**src/rtl/dpic_mem_arbiter.sv**
```systemverilog
// Single-port arbiter between instruction fetch and load/store in front of the
// DPI-C memory model; one transaction in flight, LS priority with a starvation guard.
module dpic_mem_arbiter #(
  parameter int unsigned STARVE_LIMIT = 4
) (
  input  logic        clk,
  input  logic        rst,
  input  logic        if_req_valid,
  output logic        if_req_ready,
  input  logic [63:0] if_req_addr,
  output logic        if_rsp_valid,
  input  logic        if_rsp_ready,
  output logic [63:0] if_rsp_data,
  input  logic        ls_req_valid,
  output logic        ls_req_ready,
  input  logic        ls_req_wen,
  input  logic [63:0] ls_req_addr,
  input  logic [63:0] ls_req_wdata,
  input  logic [7:0]  ls_req_wmask,
  output logic        ls_rsp_valid,
  input  logic        ls_rsp_ready,
  output logic [63:0] ls_rsp_rdata,
  output logic        ls_rsp_err,
  output logic        mem_rd_en,
  output logic [63:0] mem_rd_addr,
  input  logic [63:0] mem_rd_data,
  output logic        mem_we_en,
  output logic [63:0] mem_we_addr,
  output logic [63:0] mem_we_data,
  output logic [7:0]  mem_we_mask
);
  typedef enum logic [2:0] {IDLE, READ, WAIT, WRITE, RESP} state_t;
  localparam logic [3:0] LIMIT = 4'(STARVE_LIMIT);

  state_t      state_q, state_d;
  logic        owner_ls_q, owner_ls_d;
  logic [63:0] addr_q, addr_d;
  logic [63:0] wdata_q, wdata_d;
  logic [7:0]  wmask_q, wmask_d;
  logic [63:0] data_q, data_d;
  logic        err_q, err_d;
  logic [3:0]  starve_q, starve_d;
  logic        if_rsp_valid_q, if_rsp_valid_d;
  logic        ls_rsp_valid_q, ls_rsp_valid_d;
  logic        mem_rd_en_q, mem_rd_en_d;
  logic [63:0] mem_rd_addr_q, mem_rd_addr_d;
  logic        mem_we_en_q, mem_we_en_d;
  logic [63:0] mem_we_addr_q, mem_we_addr_d;
  logic [63:0] mem_we_data_q, mem_we_data_d;
  logic [7:0]  mem_we_mask_q, mem_we_mask_d;
  logic        grant_ls, grant_if, legal_mask, rsp_done;

  always_comb begin
    grant_ls   = ls_req_valid && !(if_req_valid && (starve_q == LIMIT));
    grant_if   = if_req_valid && !grant_ls;
    legal_mask = (ls_req_wmask == 8'h01) || (ls_req_wmask == 8'h03) ||
                 (ls_req_wmask == 8'h0F) || (ls_req_wmask == 8'hFF);
    rsp_done   = owner_ls_q ? ls_rsp_ready : if_rsp_ready;

    state_d    = state_q;
    owner_ls_d = owner_ls_q;
    addr_d     = addr_q;
    wdata_d    = wdata_q;
    wmask_d    = wmask_q;
    data_d     = data_q;
    err_d      = err_q;
    starve_d   = starve_q;

    case (state_q)
      IDLE: begin
        if (grant_ls) begin
          owner_ls_d = 1'b1;
          addr_d     = ls_req_addr;
          wdata_d    = ls_req_wdata;
          wmask_d    = ls_req_wmask;
          data_d     = '0;
          err_d      = 1'b0;
          // Only LS grants that make IF wait count toward starvation.
          if (if_req_valid)
            starve_d = (starve_q == LIMIT) ? LIMIT : starve_q + 4'd1;
          else
            starve_d = '0;
          if (!ls_req_wen) begin
            state_d = READ;
          end else if (legal_mask) begin
            state_d = WRITE;
          end else begin
            state_d = RESP;
            err_d   = 1'b1;
          end
        end else if (grant_if) begin
          owner_ls_d = 1'b0;
          addr_d     = if_req_addr;
          data_d     = '0;
          err_d      = 1'b0;
          starve_d   = '0;
          state_d    = READ;
        end
      end
      READ:  state_d = WAIT;
      WAIT: begin
        data_d  = mem_rd_data;
        state_d = RESP;
      end
      WRITE: begin
        data_d  = '0;
        state_d = RESP;
      end
      RESP: if (rsp_done) state_d = IDLE;
      default: state_d = IDLE;
    endcase

    // Outputs are registered from the next state so they are glitch-free.
    if_rsp_valid_d = (state_d == RESP) && !owner_ls_d;
    ls_rsp_valid_d = (state_d == RESP) && owner_ls_d;
    mem_rd_en_d    = (state_d == READ);
    mem_rd_addr_d  = mem_rd_en_d ? addr_d : '0;
    mem_we_en_d    = (state_d == WRITE);
    mem_we_addr_d  = mem_we_en_d ? addr_d : '0;
    mem_we_data_d  = mem_we_en_d ? wdata_d : '0;
    mem_we_mask_d  = mem_we_en_d ? wmask_d : '0;
  end

  always_ff @(posedge clk) begin
    if (rst) begin
      state_q        <= IDLE;
      owner_ls_q     <= 1'b0;
      addr_q         <= '0;
      wdata_q        <= '0;
      wmask_q        <= '0;
      data_q         <= '0;
      err_q          <= 1'b0;
      starve_q       <= '0;
      if_rsp_valid_q <= 1'b0;
      ls_rsp_valid_q <= 1'b0;
      mem_rd_en_q    <= 1'b0;
      mem_rd_addr_q  <= '0;
      mem_we_en_q    <= 1'b0;
      mem_we_addr_q  <= '0;
      mem_we_data_q  <= '0;
      mem_we_mask_q  <= '0;
    end else begin
      state_q        <= state_d;
      owner_ls_q     <= owner_ls_d;
      addr_q         <= addr_d;
      wdata_q        <= wdata_d;
      wmask_q        <= wmask_d;
      data_q         <= data_d;
      err_q          <= err_d;
      starve_q       <= starve_d;
      if_rsp_valid_q <= if_rsp_valid_d;
      ls_rsp_valid_q <= ls_rsp_valid_d;
      mem_rd_en_q    <= mem_rd_en_d;
      mem_rd_addr_q  <= mem_rd_addr_d;
      mem_we_en_q    <= mem_we_en_d;
      mem_we_addr_q  <= mem_we_addr_d;
      mem_we_data_q  <= mem_we_data_d;
      mem_we_mask_q  <= mem_we_mask_d;
    end
  end

  assign if_req_ready = (state_q == IDLE) && grant_if;
  assign ls_req_ready = (state_q == IDLE) && grant_ls;
  assign if_rsp_valid = if_rsp_valid_q;
  assign ls_rsp_valid = ls_rsp_valid_q;
  assign if_rsp_data  = data_q;
  assign ls_rsp_rdata = data_q;
  assign ls_rsp_err   = err_q;
  assign mem_rd_en    = mem_rd_en_q;
  assign mem_rd_addr  = mem_rd_addr_q;
  assign mem_we_en    = mem_we_en_q;
  assign mem_we_addr  = mem_we_addr_q;
  assign mem_we_data  = mem_we_data_q;
  assign mem_we_mask  = mem_we_mask_q;
endmodule

```
**config.mk**
```make
export PLATFORM = sky130hd
export DESIGN_NAME = dpic_mem_arbiter
export DESIGN_NICKNAME = d
export VERILOG_FILES = /design/src/rtl/dpic_mem_arbiter.sv
export SDC_FILE = /design/constraint.sdc
export NUM_CORES = 1
export LEC_CHECK = 0
export CORE_AREA = 10 10 230 232
export DETAILED_ROUTE_END_ITERATION = 8
export DIE_AREA = 0 0 240 242
export PLACE_DENSITY_LB_ADDON = 0.2
export SLEW_MARGIN = 20
export SYNTH_ARGS = -nofsm -noshare
export SYNTH_HDL_FRONTEND = slang
export SYNTH_SLANG_ARGS = --single-unit
```
**constraint.sdc**
```tcl
create_clock -name clk -period 1.8 [get_ports clk]
set_clock_uncertainty 0.15 [all_clocks]
set_input_delay 0.36 -clock clk [delete_from_list [all_inputs] [get_ports clk]]
set_output_delay 0.36 -clock clk [all_outputs]
set_load 0.02 [all_outputs]
```
==> images/clock_wires.png <==
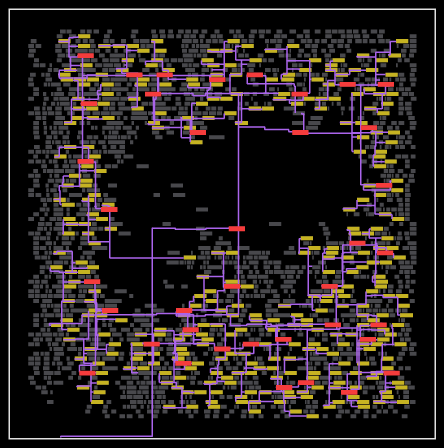
[flip-flops] yellow | count: 344
[clock-net drivers] red | count: 38
[clock wires] purple | length: 4,590 um
flops lie	widely spread
routed clock nets	39
power consumed by the clock network: 0.00830 W
clock group share of total power: 38.3%
Latency at later pin: 0.55 ns

==> images/congestion_map.png <==
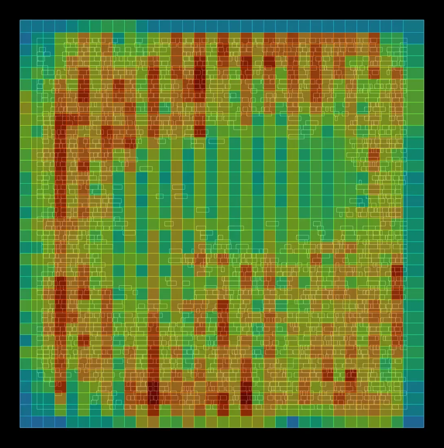
total routing usage reported by global routing: 19.61%
met2 capacity usage during global routing: 34.32%
met1 track demand over resource: 21.98%

==> images/layers.png <==
Scale bar: 50 um.
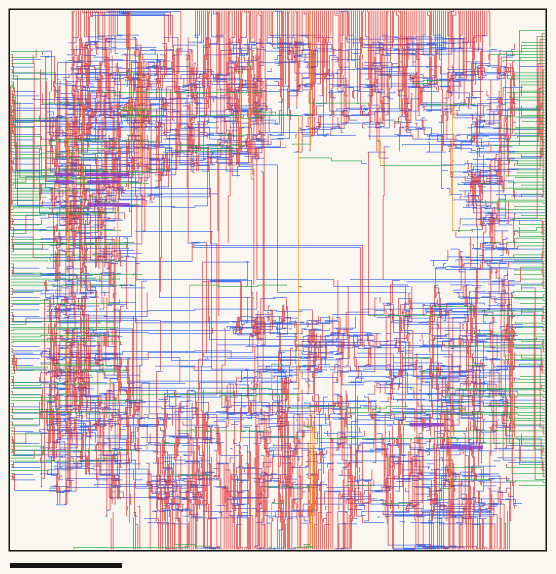
layer	color	wire length
M2	red	31.4 mm
M5	purple	94.8 um
M3	green	5,530 um
M4	orange	1,410 um
M1	blue	24.3 mm
total routed wirelength: 62,680 um
number of vias in the routed layout: 12,530
Routed wire per std cell: 24.03 um

==> images/util_map.png <==
The die is cut into 24 by 24 equal tiles; dark blue is low, red is high, 0 to 100% covered.
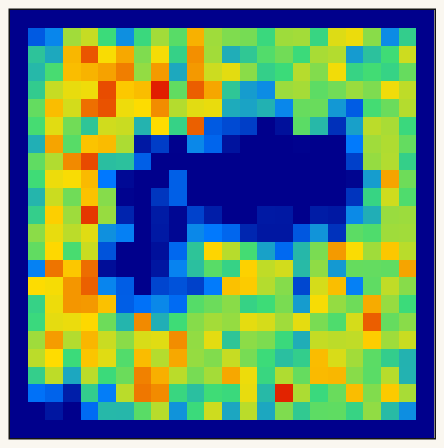
mean over tiles	40%
nearly empty tiles	26%
fullest tile	97%
tiles over 75% full	13%
core footprint: 48,440 um^2
Core Util, Final: 49.93%

==> run summary <==
Notes on the physical implementation.

- Per the gpl log, the routability congestion estimate is 0.8357.
- Global routing finished with a remaining overflow of 0.
- Counting only logic cells after layout, the most numerous master is dfxtp_1.
- The endpoint of the worst hold path is reported as state_q[1].
- The number of global-route vias before repair was 12,880.
- The synthesis run shows multiplexers occupying 5.193% of the cell area.
- The sequential power reported by the tool is 0.00822 W.
- Per the timing report, the most critical flop-to-flop path originates at starve_q[0].
- STA classifies the critical path endpoint as an output pin.
- TritonCTS built the clock tree.
- The number of logged tool warnings is 30, for reference.
- On the critical path the largest part of the delay comes from simple AND/OR/NAND/NOR gates.
- The synthesized design contains 0 enable-type register cells.
- The area fraction of the dominant cell type after synthesis is 52.54%, for reference.
- Per the detail_route report, vias per standard cell equal 4.804.
- The H-tree was split into 2 levels.
- The cell area after synthesis is 13,110 um^2, for reference.
- The register area share after synthesis is 52.54%, for reference.
- The first-pass GRT wire length is 86,310 um, for reference.
- The number of cells in the yosys synthesis report is 1,335, for reference.
- The static leakage is 9.660 nW, for reference.
- The total die size is 58,080 um^2, for reference.
- In this run the worst setup path begins at state_q[2].
- In the finished layout, the clock tree contains a buffer count of 56.
- By instance count after routing, the leading logic cell types are dfxtp_1 (334), clkdlybuf4s50_1 (268), dlygate4sd2_1 (230), nor2_1 (141), buf_4 (82).
- The required arrival time at the worst endpoint is 1.29 ns, for reference.
- According to the finish report, the design has a final net count of 2,227.
- The met3 layer wire length in the routed design is 5528 um, for reference.
- The report gives the cell count of the worst hold path as 4.
- For met3 alone, demand over resource in global routing was 7.040%.
- The HPWL after detailed placement is 41,960 um, for reference.
- The largest vdd supply drop is 0.5511 mV, for reference.
- In the final report, the number of hold violations comes to 0.
- Non-clock buffers make up 34.92% of the layout cell area.
- The depth of the most critical reg-to-reg path is 11, for reference.
- Setup total negative slack on the finished layout was measured at -57.33 ns.
- The count of state elements after synthesis is 344, for reference.
- The worst-case setup margin in the final layout is -0.4522 ns, for reference.
- The largest cell class by area is non-clock buffers, for reference.
- The instance tally after logic synthesis is 1,335, for reference.
- The non-clock buffer instance count of the final layout is 785, for reference.
- The main combinational cell family by area after synthesis is simple AND/OR/NAND/NOR gates, for reference.
- The total nets after synthesis is 1,608, for reference.
- The total area of sequential cells is 6902 um^2, for reference.
- The DRC violation total left in the routed layout is recorded as 0.
- The power report attributes to the sequential group a share of 38.0%.
- The area fraction of clock buffers and clock inverters is 5.530%, for reference.
- The sequential cell count is 344, for reference.
- The max-slew check reports its worst relative slack as 71.41%.
- The post-route clock period utilization is 125.1%, for reference.
- The most critical hold endpoint after final layout shows a slack of 0.09907 ns.
- The flow ran to the end, but the final reports show violations.
- Before placement the cells fill 27.06% of the core.
- The maximum single-stage delay on the critical path is 0.53 ns, for reference.
- The count of clock tree sinks is 344, for reference.
- The number of placed instances, taps included, is 2,477.
- The share of cells above drive strength 1 is 29.74%, for reference.
- The register-to-register setup slack is -0.32 ns, for reference.
- The layout report lists the multi-input gate area as 6683 um^2.
- Looking at the cell usage after synthesis, the top flip-flop cell is dfxtp_1.
- The overall die height is 242 um, for reference.
- Summing the areas of all compound-gate instances in the mapped netlist gives 9.517% of the synthesized area.
- The combinational-cell power consumption is 0.00513 W, for reference.
- OpenSTA, run right after detailed placement, puts the worst setup slack at -0.7164 ns.
- For reference, the critical path cell chain is or4b_4, a21oi_4, buf_6.
- The STA report counts the stages on the worst setup path as 3.
- The repair_antennas step left the layout with diodes totalling 3.
- The number of setup buffers added after CTS is 25, for reference.
- Once the clock tree was built, the resizer swapped 679 gates to a different size.
- The final setup violation count is 265, for reference.
- Looking at the critical path, the single cell with the biggest stage delay is or4b_4.
- The yosys stat chip area is 13,110 um^2, for reference.
- After layout, the design draws a total of 0.02165 W.
- For this block, wires on met1 add up to 24,250 um.
- After the flow finishes, the layout carries non-filler instances totaling 2,609.
- STA reports the tightest min-delay check as being of type input pin to flop.
- The highest routed metal layer is met5, for reference.
- The violation count after the first detailed-route iteration is 640, for reference.
- The register share of the cell area is 28.53%, for reference.
- The number of antenna-violating nets in the routed design is 0, for reference.
- The analysis attributes to net switching a power of 0.006156 W.
- In the log, the iteration count for the first detailed-route pass is 5.
- Across the placement rows, the number of tap cells is 622.
- The standard-cell row count is 81, for reference.
- The checks that failed: setup timing.
- 780 cells are multi-input combinational gates.
- In this run switching power makes up 28.44% of total power.
- Counting along the longest clock path gives a buffer depth of 3.
- Per the synth stats, the proportion of register bits with asynchronous set or reset is 0%.
Power figures rest on the tool's default switching activity, not on a simulated workload.
